==> run_1/final_congestion.png <==
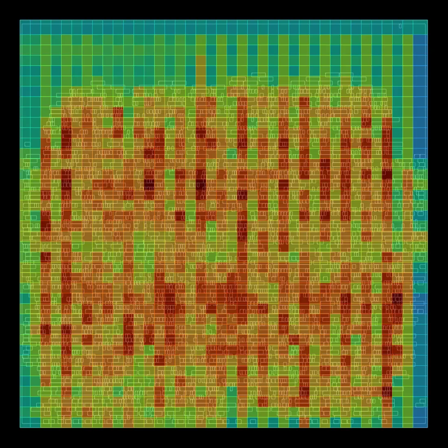
==> run_1/registers.png <==
Bar = 100 µm. Other sequential cells in the stronger gray, the rest of the logic in the fainter gray.
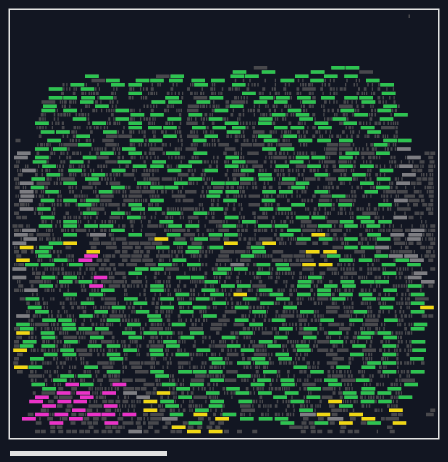
==> run_1/port_nets.png <==
Bar = 100 µm.
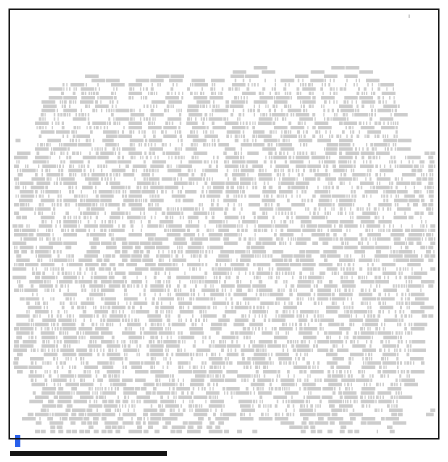
### config.mk
export PLATFORM = sky130hd
export DESIGN_NAME = amba_axi4_lite_regfile_slave
export DESIGN_NICKNAME = d
export VERILOG_FILES = /design/src/rtl/amba_axi4_lite_regfile_slave.sv
export SDC_FILE = /design/constraint.sdc
export NUM_CORES = 1
export LEC_CHECK = 0
export ABC_AREA = 1
export CORE_UTILIZATION = 43
export CTS_CLUSTER_SIZE = 10
export DETAILED_ROUTE_END_ITERATION = 7
export PLACE_DENSITY_LB_ADDON = 0.25
export SYNTH_ARGS = -nofsm -noshare
export SYNTH_HDL_FRONTEND = slang
export SYNTH_SLANG_ARGS = --single-unit
### constraint.sdc
create_clock -name ACLK -period 2.1 [get_ports ACLK]
set_input_delay 0.21 -clock ACLK [delete_from_list [all_inputs] [get_ports ACLK]]
set_output_delay 0.21 -clock ACLK [all_outputs]
set_load 0.01 [all_outputs]
### src/rtl/amba_axi4_lite_regfile_slave.sv
// AXI4-Lite slave register file: NUM_REGS x 32-bit registers, independent AW/W holding slots, SLVERR outside the map.
// Define AMBA_AXI4_LITE_REGFILE_PROT_CHECK_EN to make register 0 secure (non-secure AxPROT[1]=1 accesses get SLVERR).
module amba_axi4_lite_regfile_slave #(
    parameter int ADDRESS_WIDTH = 28,
    parameter int DATA_WIDTH    = 32,
    parameter int NUM_REGS      = 16
) (
    input  logic                     ACLK,
    input  logic                     ARESETn,
    input  logic [ADDRESS_WIDTH-1:0] AWADDR,
    input  logic [2:0]               AWPROT,
    input  logic                     AWVALID,
    output logic                     AWREADY,
    input  logic [DATA_WIDTH-1:0]    WDATA,
    input  logic [DATA_WIDTH/8-1:0]  WSTRB,
    input  logic                     WVALID,
    output logic                     WREADY,
    output logic [1:0]               BRESP,
    output logic                     BVALID,
    input  logic                     BREADY,
    input  logic [ADDRESS_WIDTH-1:0] ARADDR,
    input  logic [2:0]               ARPROT,
    input  logic                     ARVALID,
    output logic                     ARREADY,
    output logic [DATA_WIDTH-1:0]    RDATA,
    output logic [1:0]               RRESP,
    output logic                     RVALID,
    input  logic                     RREADY
);
    localparam int IDX_W  = $clog2(NUM_REGS);
    localparam int STRB_W = DATA_WIDTH / 8;
    localparam logic [1:0] RESP_OKAY   = 2'b00;
    localparam logic [1:0] RESP_SLVERR = 2'b10;

    if (DATA_WIDTH != 32) begin : g_bad_data_width
        $error("amba_axi4_lite_regfile_slave: DATA_WIDTH must be 32");
    end
    if ((NUM_REGS < 2) || ((NUM_REGS & (NUM_REGS - 1)) != 0) || (IDX_W + 2 > ADDRESS_WIDTH)) begin : g_bad_num_regs
        $error("amba_axi4_lite_regfile_slave: NUM_REGS must be a power of two >= 2 that fits the address space");
    end

    logic [DATA_WIDTH-1:0]    regs [NUM_REGS];
    logic                     aw_full;
    logic                     w_full;
    logic [ADDRESS_WIDTH-1:0] aw_addr;
    logic [2:0]               aw_prot;
    logic [DATA_WIDTH-1:0]    w_data;
    logic [STRB_W-1:0]        w_strb;
    logic                     aw_hs;
    logic                     w_hs;
    logic                     ar_hs;
    logic                     commit;
    logic [IDX_W-1:0]         aw_idx;
    logic [IDX_W-1:0]         ar_idx;
    logic                     aw_in_range;
    logic                     ar_in_range;
    logic                     wr_ok;
    logic                     rd_ok;
    logic                     unused_bits;

    // READY depends only on slot occupancy, never on the incoming VALID.
    assign AWREADY = !aw_full;
    assign WREADY  = !w_full;
    assign ARREADY = !RVALID || RREADY;

    assign aw_hs  = AWVALID && !aw_full;
    assign w_hs   = WVALID && !w_full;
    assign ar_hs  = ARVALID && ARREADY;
    assign commit = aw_full && w_full && (!BVALID || BREADY);

    assign aw_idx = aw_addr[IDX_W+1:2];
    assign ar_idx = ARADDR[IDX_W+1:2];

    if (IDX_W + 2 < ADDRESS_WIDTH) begin : g_range_decode
        assign aw_in_range = ~|aw_addr[ADDRESS_WIDTH-1:IDX_W+2];
        assign ar_in_range = ~|ARADDR[ADDRESS_WIDTH-1:IDX_W+2];
    end else begin : g_full_map
        assign aw_in_range = 1'b1;
        assign ar_in_range = 1'b1;
    end

`ifdef AMBA_AXI4_LITE_REGFILE_PROT_CHECK_EN
    assign wr_ok = aw_in_range && !(aw_prot[1] && (aw_idx == '0));
    assign rd_ok = ar_in_range && !(ARPROT[1] && (ar_idx == '0));
`else
    assign wr_ok = aw_in_range;
    assign rd_ok = ar_in_range;
`endif

    // Byte-offset bits and unchecked protection bits carry no meaning here.
    assign unused_bits = ^{aw_prot, ARPROT, aw_addr[1:0], ARADDR[1:0]};

    always_ff @(posedge ACLK or negedge ARESETn) begin
        if (!ARESETn) begin
            aw_full <= 1'b0;
            aw_addr <= '0;
            aw_prot <= '0;
        end else if (commit) begin
            aw_full <= 1'b0;
        end else if (aw_hs) begin
            aw_full <= 1'b1;
            aw_addr <= AWADDR;
            aw_prot <= AWPROT;
        end
    end

    always_ff @(posedge ACLK or negedge ARESETn) begin
        if (!ARESETn) begin
            w_full <= 1'b0;
            w_data <= '0;
            w_strb <= '0;
        end else if (commit) begin
            w_full <= 1'b0;
        end else if (w_hs) begin
            w_full <= 1'b1;
            w_data <= WDATA;
            w_strb <= WSTRB;
        end
    end

    always_ff @(posedge ACLK or negedge ARESETn) begin
        if (!ARESETn) begin
            for (int i = 0; i < NUM_REGS; i++) regs[i] <= '0;
        end else if (commit && wr_ok) begin
            for (int b = 0; b < STRB_W; b++) begin
                if (w_strb[b]) regs[aw_idx][8*b +: 8] <= w_data[8*b +: 8];
            end
        end
    end

    // A commit may coincide with the B handshake of the previous write.
    always_ff @(posedge ACLK or negedge ARESETn) begin
        if (!ARESETn) begin
            BVALID <= 1'b0;
            BRESP  <= RESP_OKAY;
        end else if (commit) begin
            BVALID <= 1'b1;
            BRESP  <= wr_ok ? RESP_OKAY : RESP_SLVERR;
        end else if (BREADY) begin
            BVALID <= 1'b0;
        end
    end

    // Reads sample the register array before any same-edge commit lands.
    always_ff @(posedge ACLK or negedge ARESETn) begin
        if (!ARESETn) begin
            RVALID <= 1'b0;
            RRESP  <= RESP_OKAY;
            RDATA  <= '0;
        end else if (ar_hs) begin
            RVALID <= 1'b1;
            RRESP  <= rd_ok ? RESP_OKAY : RESP_SLVERR;
            RDATA  <= rd_ok ? regs[ar_idx] : '0;
        end else if (RREADY) begin
            RVALID <= 1'b0;
        end
    end
endmodule

==> impl_metrics.ini, run 1 <==
; synthesis and place-and-route metrics
[layout]
clkCellAreaFrac_pct = 5.388
comb_area_mm2 = 0.01421
seq-cell-share_pct = 41.99
largest_register = regs
layout.cells.most_common = nand2_1
flop_area_mm2 = 0.01533
numSequentialCells = 612
antennaDiodeCount = 0
buffers_excl_clock = 314
syn_to_final_growth_pct = 16.52
post-route-util_pct = 50.89
largest_register_ffs = 512
fin_cells = 4811
nClkBuffers = 86
layout_top_cells = nand2_1 (1622), dfrtp_1 (608), nand4_1 (516)
finished_layout_cell_area_mm2 = 0.03651
comb_area_share_pct = 38.94
dominant-cell-class = registers
inverters_excl_clock = 24

[power]
seq-power_uw = 15400
p_sw_uw = 12890
int_power_uw = 20990
maxPowerGroup = registers
powerComb_uw = 7360
seqPwrFrac_pct = 45.3
powerClk_uw = 11200
design_power_total_uw = 33890
p_sw_share_pct = 38.05
p_per_area_mw_per_mm2 = 928.2

[critical_path]
crit-reg2reg-capture = regs[22]$_DFFE_PN0P_
path_depth = 7
critical_path_arrival_ns = 2.39
end_kind = flop
reg2regPathDepth = 7
critical-path-max-stage-delay_ns = 0.38
cp.required_ns = 2.60
critPathLaunchType = flop
timing.reg2reg.setup_slack_ns = 0.21
timing.rr.start = aw_addr[9]$_DFFE_PN0P_
worstPathCellList = nor2_1 > nand3_1 > nor2_4 > buf_12 > nand4_1 > nand2_1 > nand2_1
path_class = flop to flop
crit_path_max_fanout = 14
timing.critical_path.from = aw_addr[9]$_DFFE_PN0P_
path_buffers = 1
crit_path_frequent_cell = nand2_1
worst_path_dominant_cell_family = simple AND/OR/NAND/NOR gates

[route]
detailroute.wirelength.met2_mm = 46.71
routed_via_density = 5.820
first_iter_violations = 3128
route.vias.total = 28000
postRouteAntennaNets = 0
met1_routed_wirelength_after_detailed_routing_mm = 42.94
route.detailed.drc = 0
highest-signal-layer = met4
dr.pass1.iters = 5
routed_wl_mm = 100.6
routed-wl-met3_mm = 7.321

[sta]
max_freq_mhz = 529.4
worstMarginPinSlew_ns = 0.9551
setup_viol_count_final = 0
finalSetupTns_ns = 0
slew_violations = 0
postLayoutSetupSlackWorst_ns = 0.2110
hold_viol_final = 0
slew_headroom_pct = 36.33
final.min_clock_period_ns = 1.889
finalClockPeriodUsage_pct = 89.95

[outcome]
run_status = finished, final reports clean

[synthesis]
syn-instance-count = 3816
synthTopLogicFamily = simple AND/OR/NAND/NOR gates
synth_area_mm2 = 0.03133
yosys.cell_count.top_type = nand2_1
fraction_of_registers_with_async_set_or_reset_after_synthesis_pct = 100.0
synthFlopType = dfrtp_1
yosysSeqAreaShare_pct = 48.88
synth_chip_area_mm2 = 0.03133
synthesis.yosys.warnings = 0
mean_instance_size_in_the_synthesized_netlist_um2 = 8.211
xor_area_share_pct = 0
ys.flops = 612
synthSimpleGateAreaFrac_pct = 43.20
synth-edff-count = 0
synthTopCellsByCount = nand2_1 (1623), dfrtp_1 (612), nand4_1 (516), nand3_1 (483), clkbuf_1 (207)
yosys.area_share.aoi_pct = 0.1757
synth.yosys.num_cells = 3816
fa_ha_area_share_pct = 0
yosys-mux-area-fraction_pct = 1.941
synth_area_leader_cell = dfrtp_1

[global_routing]
grt.overflow.total = 0
grt_util_met2_pct = 43.21
maximum_number_of_pins_on_one_net_before_global_route_repair = 78
first_pass_grt_wire_length_mm = 158.0
antenna_found_initial = 0
grt.met3_usage_pct = 4.135

[die]
initial_core_util_pct = 43.68
die-width_um = 271.9
die_h_um = 271.9
rows = 98
floorplan.die_area_mm2 = 0.07395
floorplan.core_area_mm2 = 0.07173
top_level_ports = 146

[place]
minimum_setup_slack_after_placement_ns = 0.01570
post-dp-hpwl_mm = 61.49
placedCellCount = 4717
gp_routability_congestion = 0.8430
port_buffers = 133
post_dp_cell_area_mm2 = 0.03453

[worst_hold_path]
hp-class = input port to async pin

[clocking]
cts.sinks = 612
clock_tree.root_cell = clkbuf_16
clkLatencyLatePin_ns = 0.63
cts.clk_slew.worst_paths_ns = 0.05
cts_max_path_buffers = 3
post_cts.resized_instances = 0
cts_hold_buf = 1
cts_tree = done
postCtsSetupBuffers = 0
tritoncts.num_buffers = 72

[job]
drv_cap = 0
openroad.warnings = 36
-- final_congestion.png (at the start) --
global route hottest layer: met2
routed wire length per instance: 20.92 µm
GRT Overall Usage: 27.25%
Global Route met1 Usage: 37.47%

-- registers.png (at the start) --
legend:
  yellow:
    netlist_name: w_data
    sequential_cells: 32
  green:
    netlist_name: regs
    sequential_cells: 512
    where: all over the die
  magenta:
    netlist_name: aw_addr
    sequential_cells: 26

-- port_nets.png (at the start) --
legend:
  blue:
    port: ARPROT
    direction: input
    edge: bottom
    end_cells: 0
    buffers: 0

==> run 1 -> run 2 <==
--- a/config.mk
+++ b/config.mk
@@ -6,10 +6,11 @@
 export NUM_CORES = 1
 export LEC_CHECK = 0
 export ABC_AREA = 1
+export CAP_MARGIN = 10
 export CORE_UTILIZATION = 43
 export CTS_CLUSTER_SIZE = 10
 export DETAILED_ROUTE_END_ITERATION = 7
-export PLACE_DENSITY_LB_ADDON = 0.25
+export PLACE_DENSITY = 0.66
 export SYNTH_ARGS = -nofsm -noshare
 export SYNTH_HDL_FRONTEND = slang
 export SYNTH_SLANG_ARGS = --single-unit
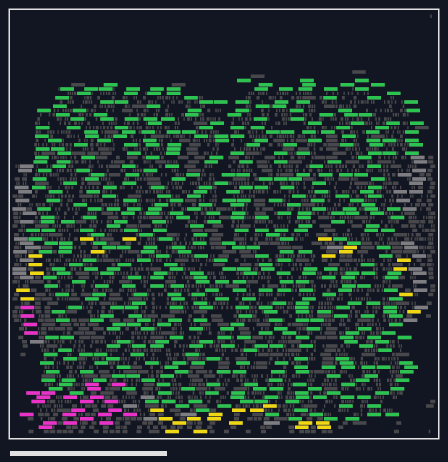
(run_2/registers.png)
Bar = 100 µm. Other sequential cells in the stronger gray, the rest of the logic in the fainter gray.
legend:
  magenta:
    netlist_name: aw_addr
    sequential_cells: 26
    where: lower left
  yellow:
    netlist_name: w_data
    sequential_cells: 32
  green:
    netlist_name: regs
    sequential_cells: 512
    where: all over the die

==> run 2 against run 1 <==
Compared with the run above: power up 0.89%; register-to-register slack is essentially flat; clock power about the same; sequential power about the same; critical path depth is 1 higher; utilization rose by 0.32 points; setup slack lost 0.011 ns; global-route usage grew 0.088 points; critical endpoint is now regs[279]$_DFFE_PN0P_; count of clock-buffer cells in the layout grew 7; fmax decreased by 0.57%.
==> impl_metrics.ini, run 2 <==
; synthesis and place-and-route metrics
[outcome]
run_status = finished, final reports clean

[layout]
comb_area_share_pct = 38.69
antennaDiodeCount = 0
post-route-util_pct = 51.22
syn_to_final_growth_pct = 17.26
nClkBuffers = 93
largest_register = regs
layout.cells.most_common = nand2_1
flop_area_mm2 = 0.01533
largest_register_ffs = 512
finished_layout_cell_area_mm2 = 0.03674
fin_cells = 4820
comb_area_mm2 = 0.01421
seq-cell-share_pct = 41.72
inverters_excl_clock = 24
buffer_area_share_pct = 10.55
buffers_excl_clock = 320
dominant-cell-class = registers
layout_top_cells = nand2_1 (1622), dfrtp_1 (608), nand4_1 (516)
numSequentialCells = 612

[synthesis]
yosysSeqAreaShare_pct = 48.88
synthTopCellsByCount = nand2_1 (1623), dfrtp_1 (612), nand4_1 (516), nand3_1 (483), clkbuf_1 (207)
ys.flops = 612
synthesis.yosys.warnings = 0
fa_ha_area_share_pct = 0
yosys.cell_count.top_type = nand2_1
xor_area_share_pct = 0
yosys.area_share.aoi_pct = 0.1757
fraction_of_registers_with_async_set_or_reset_after_synthesis_pct = 100.0
synthFlopType = dfrtp_1
synth_area_mm2 = 0.03133
synth-edff-count = 0
syn-instance-count = 3816
synth_area_leader_cell = dfrtp_1
yosys-mux-area-fraction_pct = 1.941
synth.yosys.num_cells = 3816

[power]
maxPowerGroup = registers
powerClk_uw = 11500
design_power_total_uw = 34190
seqPwrFrac_pct = 45.5
seq-power_uw = 15500
pwr-share-clk_pct = 33.6
powerComb_uw = 7150
p_per_area_mw_per_mm2 = 930.6
p_sw_uw = 12910
p_sw_share_pct = 37.75
int_power_uw = 21280

[worst_hold_path]
hp-class = input port to async pin

[route]
routed-wl-met3_mm = 8.638
met1_routed_wirelength_after_detailed_routing_mm = 42.36
highest-signal-layer = met4
route.detailed.drc = 0
routed_via_density = 5.863
routed_wl_mm = 100.7
wl_per_cell_um = 20.89
postRouteAntennaNets = 0
first_iter_violations = 2959
dr.pass1.iters = 8
detailroute.wirelength.met2_mm = 46.71
route.vias.total = 28261

[clocking]
tritoncts.num_buffers = 72
post_cts.resized_instances = 0
cts.clk_slew.worst_paths_ns = 0.06
cts_max_path_buffers = 3
clkLatencyLatePin_ns = 0.62
clock_tree.root_cell = clkbuf_16
cts.sinks = 612
postCtsSetupBuffers = 0

[global_routing]
first_pass_grt_wire_length_mm = 159.0
antenna_found_initial = 0
grt_util_met2_pct = 42.71
maximum_number_of_pins_on_one_net_before_global_route_repair = 117
grt.met1_usage_pct = 38.06
grt.overflow.total = 0
grt_most_used_layer = met2
grt.met3_usage_pct = 5.219
gr-usage-all-layers_pct = 27.34

[critical_path]
cp-endpoint = regs[279]$_DFFE_PN0P_
worst_path_dominant_cell_family = simple AND/OR/NAND/NOR gates
end_kind = flop
timing.reg2reg.setup_slack_ns = 0.20
worstPathCellList = nor2_1 > nand3_1 > nor2_4 > buf_12 > buf_4 > nand4_4 > nand2_1 > nand2_1
crit-reg2reg-capture = regs[279]$_DFFE_PN0P_
reg2regPathDepth = 8
timing.rr.start = aw_addr[20]$_DFFE_PN0P_
critical-path-max-stage-delay_ns = 0.38
crit_path_max_fanout = 16
critPathLaunchType = flop
cp.required_ns = 2.60
crit_path_frequent_cell = nand2_1
path_class = flop to flop
timing.critical_path.from = aw_addr[20]$_DFFE_PN0P_
path_depth = 8
path_buffers = 2

[sta]
hold_viol_final = 0
setup_viol_count_final = 0
postLayoutSetupSlackWorst_ns = 0.2001
max_freq_mhz = 526.3
finalClockPeriodUsage_pct = 90.47
slew_headroom_pct = 35.83
worstMarginPinSlew_ns = 0.9625
slew_violations = 0
finalSetupTns_ns = 0
final.min_clock_period_ns = 1.900

[place]
port_buffers = 133
placedCellCount = 4722
post-dp-hpwl_mm = 62.39
post_dp_cell_area_mm2 = 0.03469
minimum_setup_slack_after_placement_ns = -0.02407

[die]
die-width_um = 271.9
top_level_ports = 146
rows = 98
initial_core_util_pct = 43.68
floorplan.core_area_mm2 = 0.07173
floorplan.die_area_mm2 = 0.07395
die_h_um = 271.9

[job]
openroad.warnings = 38
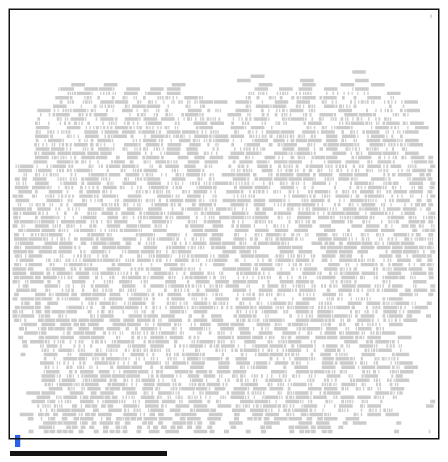
(run_2/port_nets.png)
Bar = 100 µm.
legend:
  blue:
    port: ARPROT
    direction: input
    edge: bottom
    end_cells: 0
    buffers: 0

Power is estimated from default activity; no workload was simulated.
